`src/rtl/mtm_alu_tx_scheduler.sv`:
```
`default_nettype none
// ============================================================================
//  Module      : mtm_alu_tx_scheduler
//  Description : Output-side scheduler for the MTM ALU link. Holds one
//                pending result frame and one pending error frame, gives the
//                error frame priority, launches one serializer frame at a
//                time, times the frame plus the idle gap, and builds the CTL
//                byte for both frame types.
//                Optional statistics counters: define TX_SCHED_STATS_EN.
//  Revision    : 1.0 - initial release
// ============================================================================
module mtm_alu_tx_scheduler #(
    parameter int DATA_FRAME_CYC = 55,
    parameter int ERR_FRAME_CYC  = 11,
    parameter int GAP_CYC        = 2
) (
    input  logic        clk,
    input  logic        rst,            // asynchronous, active-low
    input  logic        res_valid,
    input  logic [31:0] res_C,
    input  logic [3:0]  res_flags,
    input  logic [2:0]  res_crc,
    input  logic        err_valid,
    input  logic [5:0]  err_flags,
    output logic        ser_start,
    output logic        ser_err,
    output logic [31:0] ser_C,
    output logic [7:0]  ser_ctl,
    output logic        busy,
    output logic        res_pending,
    output logic        err_pending,
    output logic        overrun,
    input  logic        clr_overrun
`ifdef TX_SCHED_STATS_EN
    ,
    output logic [7:0]  drop_cnt,
    output logic [15:0] data_cnt,
    output logic [15:0] err_cnt
`endif
);

    localparam int MAX_LEN = (DATA_FRAME_CYC > ERR_FRAME_CYC) ? DATA_FRAME_CYC : ERR_FRAME_CYC;
    localparam int CNT_W   = $clog2(MAX_LEN + 1);
    localparam int GAP_W   = (GAP_CYC > 1) ? $clog2(GAP_CYC + 1) : 1;

    localparam logic [CNT_W-1:0] c_data_len = CNT_W'(DATA_FRAME_CYC);
    localparam logic [CNT_W-1:0] c_err_len  = CNT_W'(ERR_FRAME_CYC);
    localparam logic [GAP_W-1:0] c_gap_last = GAP_W'(GAP_CYC - 1);

    typedef enum logic [1:0] {
        ST_IDLE = 2'd0,
        ST_TX   = 2'd1,
        ST_GAP  = 2'd2
    } state_t;

    state_t            r_state;
    state_t            w_state_nxt;
    logic [CNT_W-1:0]  r_cnt;
    logic [GAP_W-1:0]  r_gap_cnt;

    // Slot contents
    logic [31:0]       r_res_C;
    logic [3:0]        r_res_flags;
    logic [2:0]        r_res_crc;
    logic [5:0]        r_err_flags;

    logic              w_may_launch;
    logic              w_launch_err;
    logic              w_launch_res;
    logic              w_launch;
    logic              w_res_accept;
    logic              w_err_accept;
    logic              w_res_drop;
    logic              w_err_drop;
    logic              w_err_par;

    // A launch can happen from IDLE, or directly out of the last GAP cycle so
    // back-to-back frames are spaced exactly 1 + frame + gap cycles apart.
    assign w_may_launch = (r_state == ST_IDLE) ||
                          ((r_state == ST_GAP) && (r_gap_cnt == '0));
    assign w_launch_err = w_may_launch && err_pending;
    assign w_launch_res = w_may_launch && !err_pending && res_pending;
    assign w_launch     = w_launch_err || w_launch_res;

    // A slot being emptied by a launch this cycle can take a new strobe.
    assign w_res_accept = res_valid && (!res_pending || w_launch_res);
    assign w_err_accept = err_valid && (!err_pending || w_launch_err);
    assign w_res_drop   = res_valid && !w_res_accept;
    assign w_err_drop   = err_valid && !w_err_accept;

    // Parity bit is 1 when {1'b1, err_flags} holds an even number of ones.
    assign w_err_par    = ~^{1'b1, r_err_flags};

    assign busy         = (r_state != ST_IDLE);

    // FSM state register
    always_ff @(posedge clk or negedge rst) begin
        if (!rst) r_state <= ST_IDLE;
        else      r_state <= w_state_nxt;
    end

    // FSM next-state logic
    always_comb begin
        w_state_nxt = r_state;
        case (r_state)
            ST_IDLE: if (w_launch) w_state_nxt = ST_TX;
            ST_TX:   if (r_cnt == '0) w_state_nxt = ST_GAP;
            ST_GAP:  if (r_gap_cnt == '0) w_state_nxt = w_launch ? ST_TX : ST_IDLE;
            default: w_state_nxt = ST_IDLE;
        endcase
    end

    // Frame and gap timers; the launch cycle itself is the first TX cycle
    always_ff @(posedge clk or negedge rst) begin
        if (!rst) begin
            r_cnt     <= '0;
            r_gap_cnt <= '0;
        end else begin
            if (w_launch)
                r_cnt <= w_launch_err ? c_err_len : c_data_len;
            else if ((r_state == ST_TX) && (r_cnt != '0))
                r_cnt <= r_cnt - 1'b1;

            if ((r_state == ST_TX) && (r_cnt == '0))
                r_gap_cnt <= c_gap_last;
            else if ((r_state == ST_GAP) && (r_gap_cnt != '0))
                r_gap_cnt <= r_gap_cnt - 1'b1;
        end
    end

    // Result slot: capture on accept, free on launch
    always_ff @(posedge clk or negedge rst) begin
        if (!rst) begin
            res_pending <= 1'b0;
            r_res_C     <= '0;
            r_res_flags <= '0;
            r_res_crc   <= '0;
        end else if (w_res_accept) begin
            res_pending <= 1'b1;
            r_res_C     <= res_C;
            r_res_flags <= res_flags;
            r_res_crc   <= res_crc;
        end else if (w_launch_res) begin
            res_pending <= 1'b0;
        end
    end

    // Error slot: capture on accept, free on launch
    always_ff @(posedge clk or negedge rst) begin
        if (!rst) begin
            err_pending <= 1'b0;
            r_err_flags <= '0;
        end else if (w_err_accept) begin
            err_pending <= 1'b1;
            r_err_flags <= err_flags;
        end else if (w_launch_err) begin
            err_pending <= 1'b0;
        end
    end

    // Sticky overrun flag; a new drop wins over a concurrent clear
    always_ff @(posedge clk or negedge rst) begin
        if (!rst)                          overrun <= 1'b0;
        else if (w_res_drop || w_err_drop) overrun <= 1'b1;
        else if (clr_overrun)              overrun <= 1'b0;
    end

    // Serializer launch registers; ser_C is left untouched by error frames
    always_ff @(posedge clk or negedge rst) begin
        if (!rst) begin
            ser_start <= 1'b0;
            ser_err   <= 1'b0;
            ser_C     <= '0;
            ser_ctl   <= '0;
        end else begin
            ser_start <= w_launch;
            if (w_launch_err) begin
                ser_err <= 1'b1;
                ser_ctl <= {1'b1, r_err_flags, w_err_par};
            end else if (w_launch_res) begin
                ser_err <= 1'b0;
                ser_C   <= r_res_C;
                ser_ctl <= {1'b0, r_res_flags, r_res_crc};
            end
        end
    end

`ifdef TX_SCHED_STATS_EN
    logic [1:0] w_drop_inc;
    logic [8:0] w_drop_sum;

    assign w_drop_inc = {1'b0, w_res_drop} + {1'b0, w_err_drop};
    assign w_drop_sum = {1'b0, drop_cnt} + {7'd0, w_drop_inc};

    // Statistics: saturating drop count, wrapping frame counts
    always_ff @(posedge clk or negedge rst) begin
        if (!rst) begin
            drop_cnt <= '0;
            data_cnt <= '0;
            err_cnt  <= '0;
        end else if (clr_overrun) begin
            drop_cnt <= '0;
            data_cnt <= '0;
            err_cnt  <= '0;
        end else begin
            drop_cnt <= w_drop_sum[8] ? 8'hFF : w_drop_sum[7:0];
            if (w_launch_res) data_cnt <= data_cnt + 16'd1;
            if (w_launch_err) err_cnt  <= err_cnt + 16'd1;
        end
    end
`endif

endmodule
`default_nettype wire
```
`config.mk`:
```
export PLATFORM = sky130hd
export DESIGN_NAME = mtm_alu_tx_scheduler
export DESIGN_NICKNAME = d
export VERILOG_FILES = /design/src/rtl/mtm_alu_tx_scheduler.sv
export SDC_FILE = /design/constraint.sdc
export NUM_CORES = 1
export LEC_CHECK = 0
export ABC_AREA = 1
export CAP_MARGIN = 0
export CORE_MARGIN = 2
export CORE_UTILIZATION = 45
export CTS_CLUSTER_SIZE = 40
export DETAILED_ROUTE_END_ITERATION = 10
export PLACE_DENSITY = 0.76
export SLEW_MARGIN = 20
export SYNTH_ARGS = -nofsm -noshare
export SYNTH_HDL_FRONTEND = slang
export SYNTH_SLANG_ARGS = --single-unit
export TNS_END_PERCENT = 1
```
`constraint.sdc`:
```
create_clock -name clk -period 1.4 [get_ports clk]
set_clock_uncertainty 0.05 [all_clocks]
set_input_delay 0.21 -clock clk [delete_from_list [all_inputs] [get_ports clk]]
set_output_delay 0.21 -clock clk [all_outputs]
set_load 0.01 [all_outputs]
```
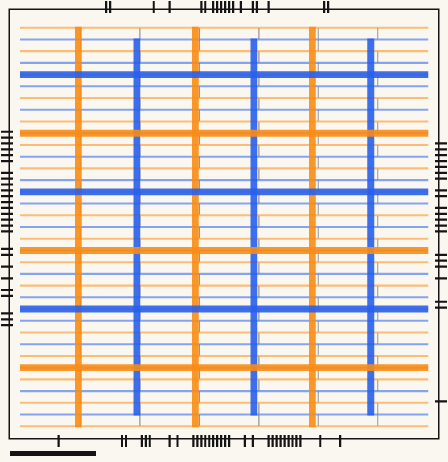
power_grid.png
The bar under the picture is 20 um long. Pins as bars on the die edge. Tap cells in grey.
Key: orange = VSS; blue = VDD
96 signal pins sit on the boundary. 35 met1 rails follow the rows. The core has 34 rows. 6 straps on met4. 108 tap cells.
Die Ht: 99.3 um
worst vdd ir: 0.000879 V
CORE AREA: 8760 um2
die width: 99.3 um

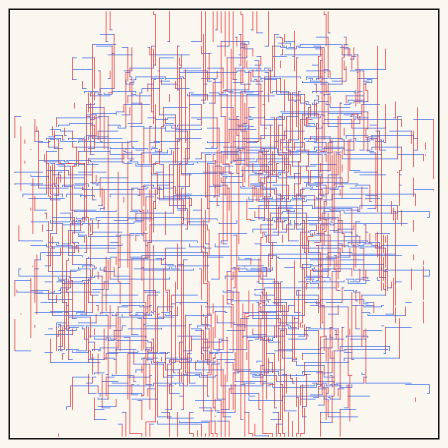
wires.png
Two of the layers only.
Key: blue = metal 1 [wire length 4310 um]; red = metal 2 [wire length 5310 um]
Routed wire per std cell: 14.8 um
total global-route track usage: 0.210
Vias: 3511

==> results.json <==
{
  "status": "finished with violations",
  "violations": "negative setup slack",
  "fp_nets": 511,
  "p_int_mw": 7.67,
  "final_max_slew_viol_count": 0,
  "layout_top_cells": "152 x nand2_1, 99 x dfrtp_1, 48 x clkdlybuf4s50_1",
  "met1_usage": 0.266,
  "drc": 0,
  "top_cell": "nand2_1",
  "clk-power_mw": 1.99,
  "grt_antenna_before_repair": 0,
  "overflow": 0,
  "cap_violations": 0,
  "grt_use_met2": 0.349,
  "design_area_um2": 5870,
  "path_delay_family": "simple AND/OR/NAND/NOR gates",
  "synth_seq_share": 0.606,
  "avgSynthCellArea_um2": 8.93,
  "synth_top_flop_cell": "dfrtp_1",
  "p_seq_frac": 0.394,
  "ys_area_um2": 4090,
  "cts_root_buf": "clkbuf_8",
  "holdCritPathClass": "input port to async pin",
  "warnings": 30,
  "synthCells": 458,
  "port_buffers": 95,
  "ctsResizeCount": 69,
  "cts_sinks": 99,
  "ys_sh_simple": 0.248,
  "comb_power_share": 0.447,
  "crit_cells": 11,
  "powerDensity_nw_per_um2": 2130,
  "clock_latency_ps": 360,
  "lay_top_count": "nand2_1",
  "p_comb_mw": 5.59,
  "dp.final_hpwl_mm": 6.99,
  "grt_max_degree": 41,
  "drt_iter0_markers": 109,
  "cts_max_path_buffers": 2,
  "postLayoutCoreUtil": 0.670,
  "cts_setup_buffers": 3,
  "start_kind": "flip-flop",
  "cts_tree": "built",
  "ant_nets": 0,
  "dp.cells": 671,
  "min_period_ps": 1640,
  "arrival_ps": 1860,
  "ff2ff_setup_slack_ps": -240,
  "tightest_slew_ps": 317,
  "place_ws_ps": -151,
  "largest_class": "sequential cells",
  "worstSetupEndpoint": "r_res_C[26]",
  "top_logic_kind": "simple AND/OR/NAND/NOR gates",
  "cts_buffers": 9,
  "avgViaCountPerCell": 5.01,
  "ff2ff_path_depth": 11,
  "yosys.area.top_type_share": 0.606,
  "synth.distinct_cells": 23,
  "tns_ps": -10290,
  "grt_pass1_vias": 3466,
  "wl_met3_um": 494,
  "setup_viol": 87,
  "syn_area_um2": 4090,
  "fin_ws_ps": -241,
  "wl_met2_mm": 5.31,
  "drtPass1Iterations": 4,
  "largest_area_cell": "dfrtp_1"
}
